`src/rtl/ex_mem_stage.sv`:
```
// EX/MEM pipeline stage: valid/ready handshake with a one-entry skid buffer, flush,
// and full byte/half/word load-store decode. Optional MISALIGN_TRAP_EN suppresses misaligned accesses.
module ex_mem_stage #(
  parameter int unsigned DATA_W     = 32,
  parameter int unsigned ADDR_W     = 32,
  parameter int unsigned REG_ADDR_W = 5,
  parameter int unsigned OP_W       = 4
) (
  input  logic                      clk,
  input  logic                      rst,
  input  logic                      flush,
  input  logic                      ex_valid,
  output logic                      ex_ready,
  input  logic [OP_W-1:0]           ex_memOp,
  input  logic [ADDR_W-1:0]         ex_memAddr,
  input  logic [REG_ADDR_W-1:0]     ex_regDest,
  input  logic [DATA_W-1:0]         ex_value,
  input  logic [DATA_W-1:0]         ex_storeData,
  output logic                      mem_valid,
  input  logic                      mem_ready,
  output logic                      mem_memWriteEnable,
  output logic                      mem_memReadEnable,
  output logic [ADDR_W-1:0]         mem_memAddr,
  output logic [DATA_W/8-1:0]       mem_memSel,
  output logic [DATA_W-1:0]         mem_memWdata,
  output logic                      mem_loadSigned,
  output logic [1:0]                mem_loadSize,
  output logic                      mem_regWriteEnable,
  output logic [REG_ADDR_W-1:0]     mem_regDest,
  output logic [DATA_W-1:0]         mem_value,
  output logic                      mem_valSel,
  output logic                      mem_misalign
);

  localparam int unsigned LANES  = DATA_W / 8;
  localparam int unsigned LANE_W = $clog2(LANES);

  localparam logic [OP_W-1:0] OP_WRITE_REG = OP_W'(1);
  localparam logic [OP_W-1:0] OP_LB        = OP_W'(2);
  localparam logic [OP_W-1:0] OP_LBU       = OP_W'(3);
  localparam logic [OP_W-1:0] OP_LH        = OP_W'(4);
  localparam logic [OP_W-1:0] OP_LHU       = OP_W'(5);
  localparam logic [OP_W-1:0] OP_LW        = OP_W'(6);
  localparam logic [OP_W-1:0] OP_SB        = OP_W'(7);
  localparam logic [OP_W-1:0] OP_SH        = OP_W'(8);
  localparam logic [OP_W-1:0] OP_SW        = OP_W'(9);

  localparam logic [1:0] SIZE_BYTE = 2'd0;
  localparam logic [1:0] SIZE_HALF = 2'd1;
  localparam logic [1:0] SIZE_WORD = 2'd2;

  typedef struct packed {
    logic                  we;
    logic                  re;
    logic [ADDR_W-1:0]     addr;
    logic [LANES-1:0]      sel;
    logic [DATA_W-1:0]     wdata;
    logic                  load_signed;
    logic [1:0]            load_size;
    logic                  rwe;
    logic [REG_ADDR_W-1:0] rdest;
    logic [DATA_W-1:0]     value;
    logic                  val_sel;
    logic                  misalign;
  } entry_t;

  entry_t main_q, main_d, skid_q, skid_d, dec;
  logic   main_v, main_v_d, skid_v, skid_v_d, ready_q;
  logic   accept, drain;
  logic   is_load, is_store, is_byte, is_half, is_word;
  logic [LANE_W-1:0] lane, lane_h, lane_w;

  assign accept = ex_valid && ready_q;
  assign drain  = main_v && mem_ready;

  // Decode the incoming op into the entry format held by main/skid
  always_comb begin
    dec      = '0;
    is_load  = 1'b0;
    is_store = 1'b0;
    is_byte  = 1'b0;
    is_half  = 1'b0;
    is_word  = 1'b0;
    lane     = ex_memAddr[LANE_W-1:0];
    lane_h   = lane & ~LANE_W'(1);
    lane_w   = lane & ~LANE_W'(3);

    case (ex_memOp)
      OP_WRITE_REG: begin
        dec.rwe   = 1'b1;
        dec.rdest = ex_regDest;
        dec.value = ex_value;
        dec.addr  = ex_memAddr;
      end
      OP_LB:  begin is_load = 1'b1; is_byte = 1'b1; dec.load_signed = 1'b1; end
      OP_LBU: begin is_load = 1'b1; is_byte = 1'b1; end
      OP_LH:  begin is_load = 1'b1; is_half = 1'b1; dec.load_signed = 1'b1; end
      OP_LHU: begin is_load = 1'b1; is_half = 1'b1; end
      OP_LW:  begin is_load = 1'b1; is_word = 1'b1; end
      OP_SB:  begin is_store = 1'b1; is_byte = 1'b1; end
      OP_SH:  begin is_store = 1'b1; is_half = 1'b1; end
      OP_SW:  begin is_store = 1'b1; is_word = 1'b1; end
      default: ;
    endcase

    if (is_load || is_store) begin
      dec.addr = ex_memAddr;
      if (is_byte)      dec.sel = LANES'(1) << lane;
      else if (is_half) dec.sel = LANES'(3) << lane_h;
      else              dec.sel = LANES'(15) << lane_w;
    end

    if (is_load) begin
      dec.re        = 1'b1;
      dec.rwe       = 1'b1;
      dec.val_sel   = 1'b1;
      dec.rdest     = ex_regDest;
      dec.load_size = is_byte ? SIZE_BYTE : (is_half ? SIZE_HALF : SIZE_WORD);
    end

    if (is_store) begin
      dec.we = 1'b1;
      if (is_byte)      dec.wdata = {LANES{ex_storeData[7:0]}};
      else if (is_half) dec.wdata = {(LANES/2){ex_storeData[15:0]}};
      else              dec.wdata = {(DATA_W/32){ex_storeData[31:0]}};
    end

    // x0 is never written back, but the op still issues
    if (ex_regDest == '0) dec.rwe = 1'b0;

`ifdef MISALIGN_TRAP_EN
    if ((is_half && ex_memAddr[0]) || (is_word && (ex_memAddr[1:0] != 2'b00))) begin
      dec.misalign = 1'b1;
      dec.we       = 1'b0;
      dec.re       = 1'b0;
      dec.rwe      = 1'b0;
      dec.sel      = '0;
    end
`else
    dec.misalign = 1'b0;
`endif
  end

  // Main/skid next state; flush beats accept and drain
  always_comb begin
    main_d   = main_q;
    main_v_d = main_v;
    skid_d   = skid_q;
    skid_v_d = skid_v;
    if (flush) begin
      main_d   = '0;
      main_v_d = 1'b0;
      skid_d   = '0;
      skid_v_d = 1'b0;
    end else if (!main_v) begin
      if (accept) begin
        main_d   = dec;
        main_v_d = 1'b1;
      end
    end else if (drain) begin
      if (skid_v) begin
        main_d   = skid_q;
        skid_d   = '0;
        skid_v_d = 1'b0;
      end else if (accept) begin
        main_d = dec;
      end else begin
        main_d   = '0;
        main_v_d = 1'b0;
      end
    end else if (accept) begin
      skid_d   = dec;
      skid_v_d = 1'b1;
    end
  end

  always_ff @(posedge clk or negedge rst) begin
    if (!rst) begin
      main_q  <= '0;
      main_v  <= 1'b0;
      skid_q  <= '0;
      skid_v  <= 1'b0;
      ready_q <= 1'b1;
    end else begin
      main_q  <= main_d;
      main_v  <= main_v_d;
      skid_q  <= skid_d;
      skid_v  <= skid_v_d;
      ready_q <= !skid_v_d;
    end
  end

  assign ex_ready           = ready_q;
  assign mem_valid          = main_v;
  assign mem_memWriteEnable = main_q.we;
  assign mem_memReadEnable  = main_q.re;
  assign mem_memAddr        = main_q.addr;
  assign mem_memSel         = main_q.sel;
  assign mem_memWdata       = main_q.wdata;
  assign mem_loadSigned     = main_q.load_signed;
  assign mem_loadSize       = main_q.load_size;
  assign mem_regWriteEnable = main_q.rwe;
  assign mem_regDest        = main_q.rdest;
  assign mem_value          = main_q.value;
  assign mem_valSel         = main_q.val_sel;
  assign mem_misalign       = main_q.misalign;

endmodule
```
`config.mk`:
```
export PLATFORM = sky130hd
export DESIGN_NAME = ex_mem_stage
export DESIGN_NICKNAME = d
export VERILOG_FILES = /design/src/rtl/ex_mem_stage.sv
export SDC_FILE = /design/constraint.sdc
export NUM_CORES = 1
export LEC_CHECK = 0
export CORE_AREA = 5 5 149 151
export DETAILED_ROUTE_END_ITERATION = 8
export DIE_AREA = 0 0 154 156
export GPL_TIMING_DRIVEN = 0
export HOLD_SLACK_MARGIN = 0.15
export PLACE_DENSITY = 0.81
export SETUP_SLACK_MARGIN = 0.4
export SYNTH_ARGS = -nofsm -noshare
export SYNTH_HDL_FRONTEND = slang
export SYNTH_SLANG_ARGS = --single-unit
export TNS_END_PERCENT = 30
```
`constraint.sdc`:
```
create_clock -name clk -period 2.07 [get_ports clk]
set_input_delay 0.207 -clock clk [delete_from_list [all_inputs] [get_ports clk]]
set_output_delay 0.207 -clock clk [all_outputs]
set_load 0.01 [all_outputs]
```
Figure 1. I/O pins on the die edge.
Drawn at 3 px/micron. Pins as bars across the die edge, other pins in grey.
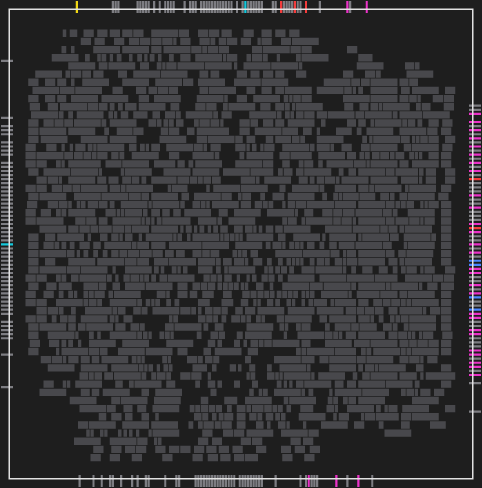
[yellow] mem_misalign | pins: 1 | direction: output | edge: top
[blue] mem_memSel | pins: 4 | direction: output | edge: right
[magenta] ex_memAddr | pins: 32 | direction: input | edge: 27 right, 3 bottom, 2 top
[red] ex_regDest | pins: 5 | direction: input | edge: 3 top, 2 right
[cyan] mem_loadSize | pins: 2 | direction: output | edge: 1 top, 1 left
all pins by edge: 68 right, 55 top, 54 left, 48 bottom

Figure 2. Met2 routing.
Drawn at 3 px/micron.
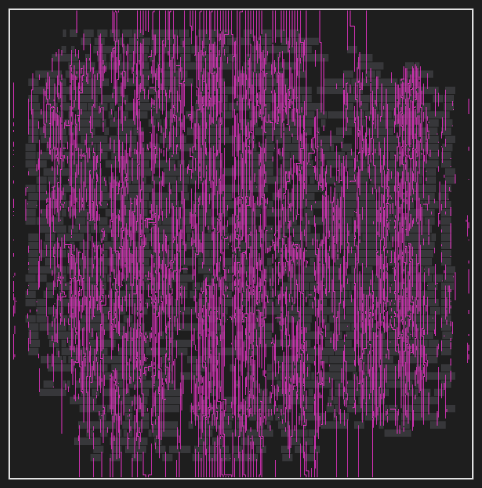
longest straight run: 72.1 microns
main direction: vertical
nets with wire on the layer: 1239

==> summary.txt <==
Notes from the flow run.

Global route:
- The run puts the residual overflow from global routing at 0.
- The run puts the number of global-route vias before repair at about 9.6k.
- The run puts the number of antenna violations at the first check in global routing at 0.

Clocking:
- TritonCTS built the clock tree.
- The run gives the maximum level of the CTS H-tree as 1.
- The run gives the maximum buffer depth of the clock tree as 3.
- The run gives the CTS clock-pin slew for the worst setup and hold paths as about 60 ps.
- The run gives the number of CTS-inserted buffers as 24.
- The run gives the insertion delay at the late pin of the worst-skew pair as 530 ps.

Pwr:
- The final power report lists total power as 10.7 mW.
- The run gives the maximum resistive drop on vdd as 652 uV.

STA:
- The run gives the setup slack of the critical path after layout as 220 ps.
- The run puts the final worst-path cycle share at between 80% and 90%.
- The run gives the tightest slew margin relative to the limit as 37.7%.
- For the pin with the worst max-slew slack, the measured transition is between 900 and 1000 ps.
- The run gives the number of max-slew violations in the final report as 0.
- The run puts the final count of negative-setup-slack endpoints at 0.
- The flow reports an fmax of roughly 540 MHz.

Placement:
- The run gives the final RePlAce weighted congestion as a little under 1.
- The run gives the HPWL after detailed placement as roughly 23 mm.
- The run gives the worst setup timing slack at the placement stage as -593 ps.

Floorplan:
- The run gives the effective utilization at floorplan as 49.8%.
- In this run the standard cell core region covers 20700 sq um.
- The run puts the height of the die at ~160 microns.
- The run puts the number of rows in the core area at 53.
- According to the I/O placement log, the pin count is about 230.
- The run puts the die area at around 24000 sq um.

Synthesis:
- The run gives the portion of the post-synthesis area used by sequential elements as 54.7%.
- In the synthesized netlist the async set-or-reset flop fraction comes to 100%.
- The run puts the count of flip-flops with a built-in enable after synthesis at 0.
- The cell count after synthesis came out at 1017.
- The run gives the largest area contributor in the netlist as sky130_fd_sc_hd__dfrtp_1.
- The synthesized design devotes to its leading area cell type 54.4% of total area.
- Among the non-sequential cells, AND-OR/OR-AND gates take the most area.
- The main area contributors are sky130_fd_sc_hd__dfrtp_1, sky130_fd_sc_hd__a21oi_1, sky130_fd_sc_hd__nand2_1.
- The run gives the count of cell types in the netlist as 46.
- The synthesis report lists the Yosys warning total as 0.
- Among all flip-flop cells after synthesis, the most frequent one is sky130_fd_sc_hd__dfrtp_1.
- Summing all multiplexer cells gives an area fraction of 1.66%.
- The run gives the mean instance size in the synthesized netlist as 10.1 sq um.
- Per the post-synthesis report, the nets total 1127.
- The run gives the most numerous cell in the Yosys netlist as sky130_fd_sc_hd__dfrtp_1.

Routing:
- The run puts the detailed-route wire length per cell at roughly 22 microns.
- The run gives the first-iteration detailed-routing DRC count as between 800 and 900.
- The run gives the count of nets left with antenna violations after detail routing as 0.
- After detailed routing, the number of vias per cell comes to 6.16.
- TritonRoute reported its final design rule violation total as 0.
- The run puts the detailed-routing iteration count for the pre-antenna-repair pass at 7.

Worst setup path:
- Along the worst path, the maximum fanout reaches 10.
- The run gives the register-to-register setup slack as 220 ps.
- The run gives the number of cells on the worst reg-to-reg path as 6.
- Looking at the reg2reg group, the worst path starts from skid_v.

Job:
- Max-cap violations in this run came to 0.
- The run gives the OpenROAD warning count as 33.

Min path:
- The type recorded for the worst min-delay path is in -> reg.
- In this run the most critical hold path is launched from ex_memAddr[1].

Finish:
- The run puts the antenna diode instance count at 0.
- The run gives the final standard cell count with taps included and fillers excluded as 1590.

Outcome:
- The flow ran to the end, and the final reports show no timing, DRC or antenna violations.
Figure 3. Met3 routing.
Drawn at 3 px/micron.
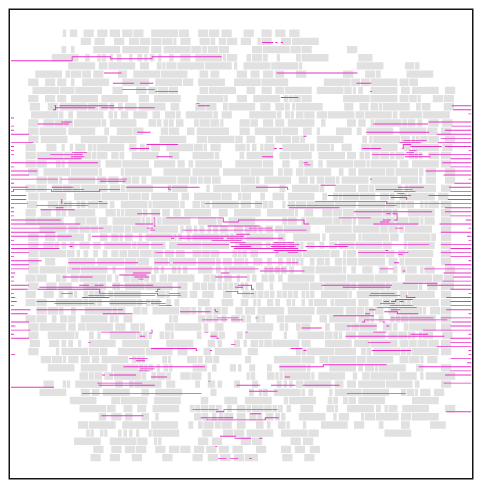
longest straight run: 62.1 microns
nets with wire on the layer: 268
share of all routed wire: 9.2%
main direction: horizontal
count of vias placed by the detailed router: 9795
Final Routed Wirelength: 35.2 mm
GRT met3 Usage: 6.02%

[final cells by class]
cell class	count	area [sq um]
clock buffers	31	698
multi-input cells	683	4510
well taps	275	344
clock inverters	6	109
repair buffers	261	2730
fillers	1481	5800
flip-flops and latches	225	5630
plain buffers	105	852
inverters	4	15.0
[power breakdown]
part	switching, mW	internal, mW
logic	0.927	0.744
clock network	1.76	2.72
registers	0.0679	4.50
[per-layer routing]
metal	part of all wire [%]	GRT usage [%]	vias to the layer above
li1	-	-	4374
met5	0	0	-
met4	2.7	8.41	0
met1	40	35.9	4810
met2	48	43.6	536
met3	9.2	6.02	75
[what timing repair did]
action / in CTS / in global routing
hold buffers: 2 / 0
endpoints found under the setup margin: 240 / 269
endpoints found under the hold margin: 123 / 0
pin swaps: 2 / 65
cloned: 0 / 9
gates resized: 70 / 208
buffers inserted: 8 / 21
[how the worst max path moves through the flow]
stage,from,depth (start not counted),endpoint
final,skid_v,6,skid_q[35]
after global routing,ex_ready,7,mem_memAddr[8]
after CTS,ex_ready,6,mem_loadSize[1]
after detailed placement,ex_valid,6,skid_q[63]
after global placement,rst,1,skid_q[14]
after floorplan,ex_ready,6,mem_memAddr[21]
[kinds of logic (layout without fill, tap and decap cells)]
logic type,count (synthesis),count (layout)
XOR/XNOR,1,1
other,1,1
flip-flops,225,225
buffers and inverters,109,407
AND-OR/OR-AND,452,452
multiplexers,17,17
AND/OR/NAND/NOR,212,212
[critical path, stage by stage (launching register included)]
cell	delay (ps)
sky130_fd_sc_hd__dfrtp_1	360
sky130_fd_sc_hd__clkbuf_4	210
sky130_fd_sc_hd__nand2_1	70
sky130_fd_sc_hd__o21ai_0	100
sky130_fd_sc_hd__a21oi_2	210
sky130_fd_sc_hd__clkbuf_1	570
sky130_fd_sc_hd__a22o_1	260
[sequential cells by signal, indices dropped and copies added (netlist names)]
| signal | count |
|---|---|
| mem_memWdata | 32 |
| mem_valid | 1 |
| mem_regWriteEnable | 1 |
| mem_valSel | 1 |
| skid_v | 1 |
| mem_memAddr | 32 |
| skid_q | 111 |
| mem_loadSigned | 1 |
| mem_memWriteEnable | 1 |
| mem_loadSize | 2 |
| mem_regDest | 5 |
| mem_memSel | 4 |
| ex_ready | 1 |
| mem_value | 32 |
[placed cells by master, fill, tap and decap left out, drive strengths merged, types with 4 or more instances in the layout]
cell	instances
inv	5
o22a	5
a21oi	126
and2	5
clkbuf	91
a22oi	18
nor2b	4
clkdlybuf4s50	215
a31oi	13
nand3b	9
a22o	55
buf	85
a32oi	34
a32o	35
o21ai	94
o31ai	49
nor3	15
dfrtp	224
nor2	17
mux2i	16
o21a	8
o22ai	4
nand2	151
a21o	9
[through the flow]
step	setup TNS [ps]	hold WS, ps	area, sq um	util, %
after global routing	0	232	14900	72.0
after global placement	-2006640	455	12900	62.1
final	0	202	14900	72.0
after detailed placement	-70720	369	12900	62.3
after CTS	0	168	13900	67.3
after floorplan	0	-88.6	10300	-
Power figures rest on the tool's default switching activity, not on a simulated workload.
